## src/rtl/video_tpg_axis.sv

```systemverilog
// AXI4-Stream video test-pattern generator: colour bars, ramp, checkerboard or solid colour.
// Optional build macro TPG_SCROLL_EN adds a per-frame horizontal scroll to patterns 0-2.
module video_tpg_axis #(
  parameter int H_ACTIVE = 640,
  parameter int V_ACTIVE = 480,
  parameter int H_BLANK  = 16
) (
  input  logic        clk,
  input  logic        rstn,
  input  logic        en,
  input  logic [1:0]  pattern_sel,
  input  logic [23:0] solid_rgb,
  output logic [23:0] m_tdata,
  output logic        m_tuser,
  output logic        m_tlast,
  output logic        m_tvalid,
  input  logic        m_tready,
  output logic        busy,
  output logic        frame_done
);

  localparam int XW    = $clog2(H_ACTIVE);
  localparam int YW    = (V_ACTIVE > 1) ? $clog2(V_ACTIVE) : 1;
  localparam int BW    = (H_BLANK > 0) ? $clog2(H_BLANK + 1) : 1;
  localparam int BAR_W = H_ACTIVE / 8;
  localparam int SW    = (BAR_W > 1) ? $clog2(BAR_W) : 1;

  localparam logic [XW-1:0] X_LAST = XW'(H_ACTIVE - 1);
  localparam logic [YW-1:0] Y_LAST = YW'(V_ACTIVE - 1);
  localparam logic [BW-1:0] B_LAST = BW'(H_BLANK - 1);
  localparam logic [SW-1:0] S_LAST = SW'(BAR_W - 1);

  typedef enum logic [1:0] {
    ST_IDLE   = 2'd0,
    ST_LINE   = 2'd1,
    ST_HBLANK = 2'd2
  } state_t;

  function automatic logic [23:0] bar_rgb(input logic [2:0] idx);
    case (idx)
      3'd0:    bar_rgb = 24'hFFFFFF;
      3'd1:    bar_rgb = 24'hFFFF00;
      3'd2:    bar_rgb = 24'h00FFFF;
      3'd3:    bar_rgb = 24'h00FF00;
      3'd4:    bar_rgb = 24'hFF00FF;
      3'd5:    bar_rgb = 24'hFF0000;
      3'd6:    bar_rgb = 24'h0000FF;
      3'd7:    bar_rgb = 24'h000000;
      default: bar_rgb = 24'h000000;
    endcase
  endfunction

  // Eight bars of BAR_W pixels tile a line exactly, so the 3-bit index wraps with x.
  function automatic logic [SW+2:0] bar_step(input logic [2:0] bar, input logic [SW-1:0] sub);
    if (sub == S_LAST) begin
      bar_step = {bar + 3'd1, {SW{1'b0}}};
    end else begin
      bar_step = {bar, sub + SW'(1)};
    end
  endfunction

  function automatic logic [23:0] pix(input logic [1:0] pat, input logic [7:0] sx,
                                      input logic yb4, input logic [2:0] bar,
                                      input logic [23:0] solid);
    case (pat)
      2'd0:    pix = bar_rgb(bar);
      2'd1:    pix = {sx, sx, sx};
      2'd2:    pix = (sx[4] ^ yb4) ? 24'hFFFFFF : 24'h000000;
      2'd3:    pix = solid;
      default: pix = 24'h000000;
    endcase
  endfunction

  state_t        state_r, state_s;
  logic [XW-1:0] x_r, x_s;
  logic [YW-1:0] y_r, y_s;
  logic [BW-1:0] bcnt_r, bcnt_s;
  logic [2:0]    bar_r, bar_s;
  logic [SW-1:0] sub_r, sub_s;
  logic [1:0]    pat_r, pat_s;
  logic [23:0]   solid_r, solid_s;
  logic          last_line_r, last_line_s;
  logic [23:0]   tdata_s;
  logic          tuser_s, tlast_s, tvalid_s, busy_s, frame_done_s, load_s;
  logic [2:0]    line_bar_s;
  logic [SW-1:0] line_sub_s;
  logic [7:0]    fc_s;
  logic [7:0]    sx_s;
  logic          yb4_s;

`ifdef TPG_SCROLL_EN
  logic [7:0]    frame_cnt_r;
  logic [2:0]    start_bar_r;
  logic [SW-1:0] start_sub_r;

  // Scroll offset: advances one pixel per completed frame, restarts when the count wraps
  always_ff @(posedge clk or negedge rstn) begin
    if (!rstn) begin
      frame_cnt_r <= 8'd0;
      start_bar_r <= 3'd0;
      start_sub_r <= {SW{1'b0}};
    end else if (frame_done_s) begin
      frame_cnt_r <= frame_cnt_r + 8'd1;
      if (frame_cnt_r == 8'd255) begin
        start_bar_r <= 3'd0;
        start_sub_r <= {SW{1'b0}};
      end else begin
        {start_bar_r, start_sub_r} <= bar_step(start_bar_r, start_sub_r);
      end
    end else begin
      frame_cnt_r <= frame_cnt_r;
    end
  end

  assign fc_s       = frame_cnt_r;
  assign line_bar_s = start_bar_r;
  assign line_sub_s = start_sub_r;
`else
  assign fc_s       = 8'd0;
  assign line_bar_s = 3'd0;
  assign line_sub_s = {SW{1'b0}};
`endif

  assign sx_s = 8'(x_s) + fc_s;

  if (YW > 4) begin : g_yb4
    assign yb4_s = y_s[4];
  end else begin : g_yb4_zero
    assign yb4_s = 1'b0;
  end

  // Next-state and counter update; load_s marks cycles where a new beat is presented
  always_comb begin
    state_s      = state_r;
    x_s          = x_r;
    y_s          = y_r;
    bcnt_s       = bcnt_r;
    bar_s        = bar_r;
    sub_s        = sub_r;
    pat_s        = pat_r;
    solid_s      = solid_r;
    last_line_s  = last_line_r;
    tvalid_s     = m_tvalid;
    busy_s       = busy;
    frame_done_s = 1'b0;
    load_s       = 1'b0;
    case (state_r)
      ST_IDLE: begin
        if (en) begin
          pat_s       = pattern_sel;
          solid_s     = solid_rgb;
          x_s         = {XW{1'b0}};
          y_s         = {YW{1'b0}};
          bar_s       = line_bar_s;
          sub_s       = line_sub_s;
          last_line_s = 1'b0;
          state_s     = ST_LINE;
          tvalid_s    = 1'b1;
          busy_s      = 1'b1;
          load_s      = 1'b1;
        end else begin
          tvalid_s = 1'b0;
          busy_s   = 1'b0;
        end
      end
      ST_LINE: begin
        if (m_tvalid && m_tready) begin
          if (x_r == X_LAST) begin
            x_s          = {XW{1'b0}};
            bar_s        = line_bar_s;
            sub_s        = line_sub_s;
            last_line_s  = (y_r == Y_LAST);
            frame_done_s = (y_r == Y_LAST);
            if (y_r == Y_LAST) begin
              y_s = {YW{1'b0}};
            end else begin
              y_s = y_r + YW'(1);
            end
            if (H_BLANK != 0) begin
              state_s  = ST_HBLANK;
              bcnt_s   = {BW{1'b0}};
              tvalid_s = 1'b0;
            end else if (y_r == Y_LAST) begin
              state_s  = ST_IDLE;
              tvalid_s = 1'b0;
              busy_s   = 1'b0;
            end else begin
              load_s = 1'b1;
            end
          end else begin
            x_s            = x_r + XW'(1);
            {bar_s, sub_s} = bar_step(bar_r, sub_r);
            load_s         = 1'b1;
          end
        end else begin
          load_s = 1'b0;
        end
      end
      ST_HBLANK: begin
        if (bcnt_r == B_LAST) begin
          if (last_line_r) begin
            state_s  = ST_IDLE;
            tvalid_s = 1'b0;
            busy_s   = 1'b0;
          end else begin
            state_s  = ST_LINE;
            tvalid_s = 1'b1;
            load_s   = 1'b1;
          end
        end else begin
          bcnt_s = bcnt_r + BW'(1);
        end
      end
      default: begin
        state_s  = ST_IDLE;
        tvalid_s = 1'b0;
        busy_s   = 1'b0;
      end
    endcase
  end

  // Pixel, SOF and EOL for the beat about to be presented; otherwise hold the current beat
  always_comb begin
    if (load_s) begin
      tdata_s = pix(pat_s, sx_s, yb4_s, bar_s, solid_s);
      tuser_s = (x_s == {XW{1'b0}}) && (y_s == {YW{1'b0}});
      tlast_s = (x_s == X_LAST);
    end else begin
      tdata_s = m_tdata;
      tuser_s = m_tuser;
      tlast_s = m_tlast;
    end
  end

  // State, counters and registered stream outputs
  always_ff @(posedge clk or negedge rstn) begin
    if (!rstn) begin
      state_r     <= ST_IDLE;
      x_r         <= {XW{1'b0}};
      y_r         <= {YW{1'b0}};
      bcnt_r      <= {BW{1'b0}};
      bar_r       <= 3'd0;
      sub_r       <= {SW{1'b0}};
      pat_r       <= 2'd0;
      solid_r     <= 24'd0;
      last_line_r <= 1'b0;
      m_tdata     <= 24'd0;
      m_tuser     <= 1'b0;
      m_tlast     <= 1'b0;
      m_tvalid    <= 1'b0;
      busy        <= 1'b0;
      frame_done  <= 1'b0;
    end else begin
      state_r     <= state_s;
      x_r         <= x_s;
      y_r         <= y_s;
      bcnt_r      <= bcnt_s;
      bar_r       <= bar_s;
      sub_r       <= sub_s;
      pat_r       <= pat_s;
      solid_r     <= solid_s;
      last_line_r <= last_line_s;
      m_tdata     <= tdata_s;
      m_tuser     <= tuser_s;
      m_tlast     <= tlast_s;
      m_tvalid    <= tvalid_s;
      busy        <= busy_s;
      frame_done  <= frame_done_s;
    end
  end

endmodule

```

## config.mk

```make
export PLATFORM = sky130hd
export DESIGN_NAME = video_tpg_axis
export DESIGN_NICKNAME = d
export VERILOG_FILES = /design/src/rtl/video_tpg_axis.sv
export SDC_FILE = /design/constraint.sdc
export NUM_CORES = 1
export LEC_CHECK = 0
export ABC_AREA = 1
export CAP_MARGIN = 30
export CORE_ASPECT_RATIO = 1.2
export CORE_MARGIN = 2
export CORE_UTILIZATION = 35
export CTS_CLUSTER_DIAMETER = 40
export CTS_CLUSTER_SIZE = 16
export DETAILED_ROUTE_END_ITERATION = 16
export PLACE_DENSITY = 0.55
export SYNTH_ARGS = -nofsm -noshare
export SYNTH_HDL_FRONTEND = slang
export SYNTH_SLANG_ARGS = --single-unit
```

## constraint.sdc

```tcl
create_clock -name clk -period 2.2 [get_ports clk]
set_input_delay 0.44 -clock clk [delete_from_list [all_inputs] [get_ports clk]]
set_output_delay 0.44 -clock clk [all_outputs]
set_load 0.01 [all_outputs]
```

Figure 1. Cells by drive strength.
Bar = 20 um.
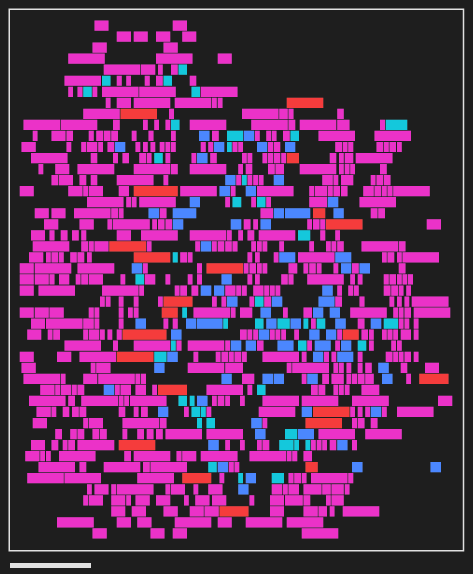
Red shows x6 and larger, cells 22. Magenta shows x1 and smaller, cells 595. Cyan shows x2, cells 43. Blue shows x3 and x4, cells 78.

Figure 2. The metal 2 layer.
Cells faint in the background.
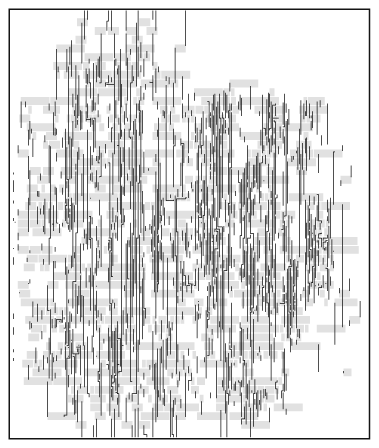
617 nets have wire on it. The layer carries 6620 um of wire. The longest straight run is 51.0 um. The wires run mostly vertical. The layer holds 50% of the routed length.

Figure 3. M4 wires.
Bar = 20 um. Cells faint in the background.
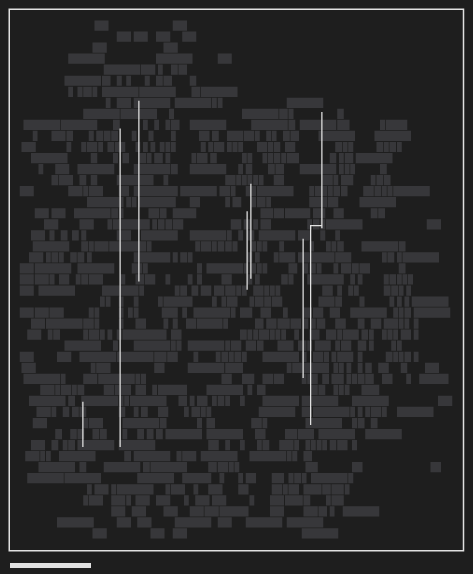
6 nets have wire on it. The wires run mostly vertical. The longest straight run is 78.2 um.

==> worst max path at each step <==
| stage | cells past startpoint | to | slack (ps) | start |
|---|---|---|---|---|
| 6_report | 16 | m_tdata[14] | 140 | x_r[0] |
| 4_1_cts | 16 | m_tdata[3] | 10 | x_r[1] |
| 3_3_place_gp | 12 | m_tuser | -220 | m_tready |
| 2_1_floorplan | 10 | m_tdata[0] | 360 | bcnt_r[0] |
| 5_1_grt | 16 | m_tdata[1] | -50 | x_r[0] |
| 3_5_place_dp | 12 | m_tuser | -240 | m_tready |
==> worst register-to-register path, cell delays in order (launching register included) <==
cell and delay, ps:
dfrtp_1 350, ha_1 170, inv_1 90, nor2_4 120
nand3_4 120, buf_6 170, nor2_4 80, nand2_1 60
nand2_1 60, nand2_1 90, inv_2 70, nand2_1 80
nand3_4 100, clkbuf_16 180, nand3_1 80, o21ai_1 90
inv_1 60
==> metal layers <==
| layer | global-route usage (%) | vias to the layer above | part of all wire [%] |
|---|---|---|---|
| met3 | 2.75 | 20 | 2.9 |
| met4 | 7.41 | 0 | 2.2 |
| met1 | 23.0 | 2015 | 45 |
| li1 | - | 2164 | - |
| met2 | 32.7 | 80 | 50 |
| met5 | 0 | - | 0 |
==> Yosys cell counts, drive strengths merged <==
cell type and instances:
buf 14, o21ai 43, mux2i 17, dfrtp 92, and3 1, or2 8
o31ai 1, nand2 144, nand3 49, nand3b 4, o21a 3, nand4 6
inv 101, xor2 7, o22ai 2, xnor2 2, a21oi 25, o21bai 7
nor3 6, nor2 65, clkbuf 1, a21boi 2, ha 6
==> stage by stage <==
step	utilization [%]	setup WS (ps)	hold WS, ps
after floorplan	-	361	144
after global placement	44.7	-218	424
after global routing	47.8	-48.9	71.9
after CTS	47.1	15.0	50.7
final	47.8	145	41.2
after detailed placement	44.7	-242	430
==> ci_impl_report.md <==
### Yosys + OpenROAD results

| Metric | Value |
|---|---|
| Status | `finished clean` |
| Clock Pin Slew Worst Setup and Hold Paths | `70 ps` |
| Seq pwr share | `31.5%` |
| Max-slew violations | `0` |
| CP arrival | `2300 ps` |
| Pwr top | `combinational logic` |
| Cell accounting for the most synthesized area | `dfrtp_1` |
| Comb. cell area | `2110 sq um` |
| Reg-to-Reg End | `m_tdata[14]` |
| Drt pass-1 iters | `4` |
| Yosys simple share | `25.8%` |
| Total Nets Final | `770` |
| Final setup viols | `0` |
| DRC violations left | `0` |
| Crit. End Element | `flip-flop` |
| Reg2reg start | `x_r[0]` |
| Worst skew pair latency | `350 ps` |
| Worst vdd rail ir drop | `0.576 mV` |
| Synth top area share | `47.4%` |
| Required time worst endpoint | `2440 ps` |
| Cell Area, Synth | `4860 sq um` |
| Ys cells | `606` |
| Register area share after synthesis | `47.4%` |
| Top logic family | `simple AND/OR/NAND/NOR gates` |
| Crit Path Category | `reg -> reg` |
| Log Warnings | `27` |
| Post-CTS setup buffers | `0` |
| Vias in the first global route | `4509` |
| Clkbuf count | `9` |
| Comb power | `3.97 mW` |
| CP Max Fanout | `12` |
| Total power draw | `8.30 mW` |
| Routability cong. | `0.922` |
| Most frequent CP cell | `nand2_1` |
| Synth Register Bits | `92` |
| Count of cell types in the netlist | `36` |
| Syn Inst Count | `606` |
| Remaining antenna violation count | `0` |
| Pint | `5.04 mW` |
| Pre-Place Util | `35.4%` |
| Via/cell ratio | `4.71` |
| Fa+ha+maj area frac | `1.55%` |
| Area Overhead vs Synth | `34.9%` |
| Die Span Y | `133 um` |
| Yosys xor share | `1.62%` |
| Most numerous logic cells after layout | `nand2_1 (136), dfrtp_1 (92), inv_1 (88)` |
| Pwr dens | `1270 nW/um^2` |
| Slew @ Worst Pin | `470 ps` |
| N_diodes | `0` |
| Yosys aoi share | `9.97%` |
| Top class by area | `sequential cells` |
| MI comb cells | `398` |
| # clock sinks | `92` |
| Invs w/o clock | `101` |
| Buffering overhead | `18.6%` |
| CP startpoint kind | `flip-flop` |
No activity file was given, so power comes from the tool's default toggle rates.
